Met1 routing:
Scale bar: 20 µm.
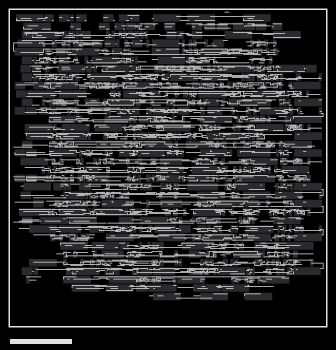
Signal wires on met2:
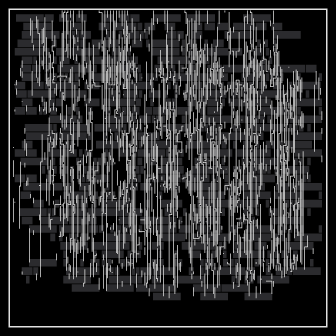
==> config.mk <==
export PLATFORM = sky130hd
export DESIGN_NAME = token_issuer
export DESIGN_NICKNAME = d
export VERILOG_FILES = /design/src/rtl/token_issuer.sv
export SDC_FILE = /design/constraint.sdc
export NUM_CORES = 1
export LEC_CHECK = 0
export ABC_AREA = 1
export ABC_CLOCK_PERIOD_IN_PS = 3400
export CORE_UTILIZATION = 52
export CTS_CLUSTER_DIAMETER = 40
export CTS_CLUSTER_SIZE = 24
export DETAILED_ROUTE_END_ITERATION = 7
export GPL_TIMING_DRIVEN = 0
export PLACE_DENSITY = 0.76
export RECOVER_POWER = 50
export SETUP_SLACK_MARGIN = 0.15
export SKIP_LAST_GASP = 1
export SLEW_MARGIN = 20
export SYNTH_ARGS = -nofsm -noshare
export SYNTH_HDL_FRONTEND = slang
export SYNTH_SLANG_ARGS = --single-unit
==> constraint.sdc <==
create_clock -name clk -period 3.4 [get_ports clk]
set_clock_uncertainty 0.2 [all_clocks]
set_input_delay 0.68 -clock clk [delete_from_list [all_inputs] [get_ports clk]]
set_output_delay 0.68 -clock clk [all_outputs]
set_load 0.1 [all_outputs]
==> Slide: Implementation Results <==
Implementation Results

Outcome
  – Status: finished clean

Yosys
  – Synth Area per Inst: 7.88 µm²
  – Main logic family: simple AND/OR/NAND/NOR gates
  – AO/OA Area Share: 0.115
  – Adder Share, Synth: 0
  – Synth cell count leaders: nand2_1 (261), dfrtp_1 (104), inv_1 (63)
  – Synth mux share: 0
  – Library cells used by synthesis: 34
  – Mapped cell area: 0.00519 mm²
  – Ys flop type: dfrtp_1
  – XOR/XNOR Area Share: 0.00844
  – Area contributors post-synth: dfrtp_1 (50%), nand2_1 (19%), o21ai_0 (5.0%)
  – Chip Area, Yosys: 0.00519 mm²
  – Basic Gates by Area: 0.281
  – Number of cells in Yosys stat: 658
  – Area leader share: 0.502
  – Ys async rst share: 1.00
  – Flip-flops with a built-in enable: 0
  – Post-synth regs: 105
  – Seq share, synth: 0.507
  – Synthesized instance count: 658
  – Synth area leader: dfrtp_1
  – Synth top cell by count: nand2_1
  – Syn nets: 685
  – Yosys warning tally: 0

Flow run
  – # Max-Cap Violations: 0
  – Tool warnings: 26

STA
  – Slew Viols, Final: 0
  – Hold Vio Cnt, Final: 0
  – Setup_tns: 0 ns
  – # setup viols final: 0
  – Setup slack after layout: 0.253 ns
  – Final period utilization: 0.926
  – Final Critical Period: 3.15 ns
  – RSZ-0062 raised after global routing: no
  – Slew margin rel.: 0.177
  – Highest clock rate: 318 MHz
  – Worst Tran Pin Value: 1.23 ns

Floorplanning
  – FP Core Util: 0.533
  – Core Footprint: 0.00973 mm²
  – Tapcell count: 133
  – I/O pin count: 49
  – Num rows: 36
  – Die W: 102 µm
  – Die ar.: 0.0104 mm²
  – Die H: 102 µm

Pwr
  – Power, Total: 5380 µW
  – VDD IR-drop max: 0.000688 V
  – LEAKAGE: 0.00312 µW
  – PwrDens: 877 mW/mm²

Layout
  – Clock buffers: 9
  – Logic share of the area: 0.343
  – Dominant logic cell type in the layout: nand2_1
  – ClkCell Share: 0.0376
  – Invs w/o clock: 74
  – Plain + repair buffers: 72
  – Diodes inserted: 0
  – Seq area share: 0.429
  – Combinational gates: 458
  – Flop count: 105
  – Non-Filler Instances: 858
  – Signal buf overhead: 0.117
  – Share of layout cells above drive strength 1: 0.0855
  – Register area: 0.00263 mm²
  – Gate Area: 0.00210 mm²
  – Area-dominant class: flip-flops and latches
  – Filler instances: 855
  – Most common logic cells in the final layout: nand2_1 (261), dfrtp_1 (104), inv_1 (62)
  – Layout area overhead: 18.2%
  – Final net count: 747
  – Max reg flops: 64
  – Design Area, Final: 0.00613 mm²

Placed design
  – Gpl congestion: 0.859
  – Pre-CTS setup slack: 0.0702 ns
  – DP HPWL: 9700 µm
  – Placed Cells: 842
  – Placed cell area: 0.00593 mm²
  – I/O Buffers: 47

Clock network
  – H-tree levels: 3
  – Cts bufs inserted: 9
  – Root buf cell: clkbuf_8
  – CTS tree: yes
  – Hold Buf Count CTS: 0
  – # resized after CTS: 1
  – Clock buffer depth: 2
  – Clock transition at path regs: 0.11 ns
  – Setup repair bufs after CTS: 0
  – Late-Pin Clk Latency: 0.38 ns
  – # clock sinks: 105

Worst hold path
  – Hold path depth: 0
  – Hold Path Class: reg -> reg

Global route
  – Grt ovf: 0
  – Antenna violations before repair: 0
  – Gr usage total: 0.267
  – Most used routing layer: met2
  – First-pass GRT wire length: 20900 µm
  – Number of global-route vias before repair: 4314
  – Grt met3 use: 0.0424
  – Largest net degree at the start of global routing: 26

Routing
  – # DRC: 0
  – Wire per inst: 15.1 µm
  – DR WL met2: 6190 µm
  – Routed length on met3: 661 µm
  – Initial DRC count: 235
  – Via/cell ratio: 5.22
  – Router iterations before antenna repair: 8
  – Metal-1 WL: 5840 µm
  – Top Metal Used: met4
  – Post-route ant nets: 0

Setup path
  – Flop2flop setup slack: 0.98 ns
  – Critical Path Fanout Max: 6
  – Worst setup SP type: primary input
  – Crit path capture type: output port
  – WP data required: 2.52 ns
  – FF-to-FF path depth: 17
  – Worst EP arrival: 2.27 ns
  – Crit Path Category: in -> out
Notes on 'met1 routing' above:
The longest straight run is 61.6 µm. The layer carries 5840 µm of wire. 711 nets have wire on it. The wires run mostly horizontal. The layer holds 45% of the routed length.
detailed-route via count: 4477
drt total wl: 13000 µm
met1 GRT Util: 0.363

Notes on 'signal wires on met2' above:
The layer holds 48% of the routed length. The longest straight run is 48.3 µm. The layer carries 6190 µm of wire.
met2 GRT Util: 0.436

==> worst max-delay path: stages <==
cell	delay (ns)
dlygate4sd3_1	0.61
nor2_2	0.12
dlygate4sd2_1	0.85
==> power by group <==
group          total, µW  internal [µW]  switching (µW)
Combinational       2470            701            1770
Sequential          2000           1730             263
Clock                907            431             476
Total               5380           2870            2510
==> metrics by stage <==
stage / utilization / hold WS, ns
after floorplan: - / 0.149
after global placement: 0.599 / 0.151
after detailed placement: 0.609 / 0.158
after CTS: 0.633 / 0.186
after global routing: 0.630 / 0.203
final: 0.630 / 0.185
==> cells by family (layout without fill, tap and decap cells) <==
kind of cell,count (synthesis),count (layout)
compound gates,108,108
xor+xnor,5,5
buf+inv,95,162
flops,105,105
simple gates,345,345
Power is estimated from default activity; no workload was simulated.
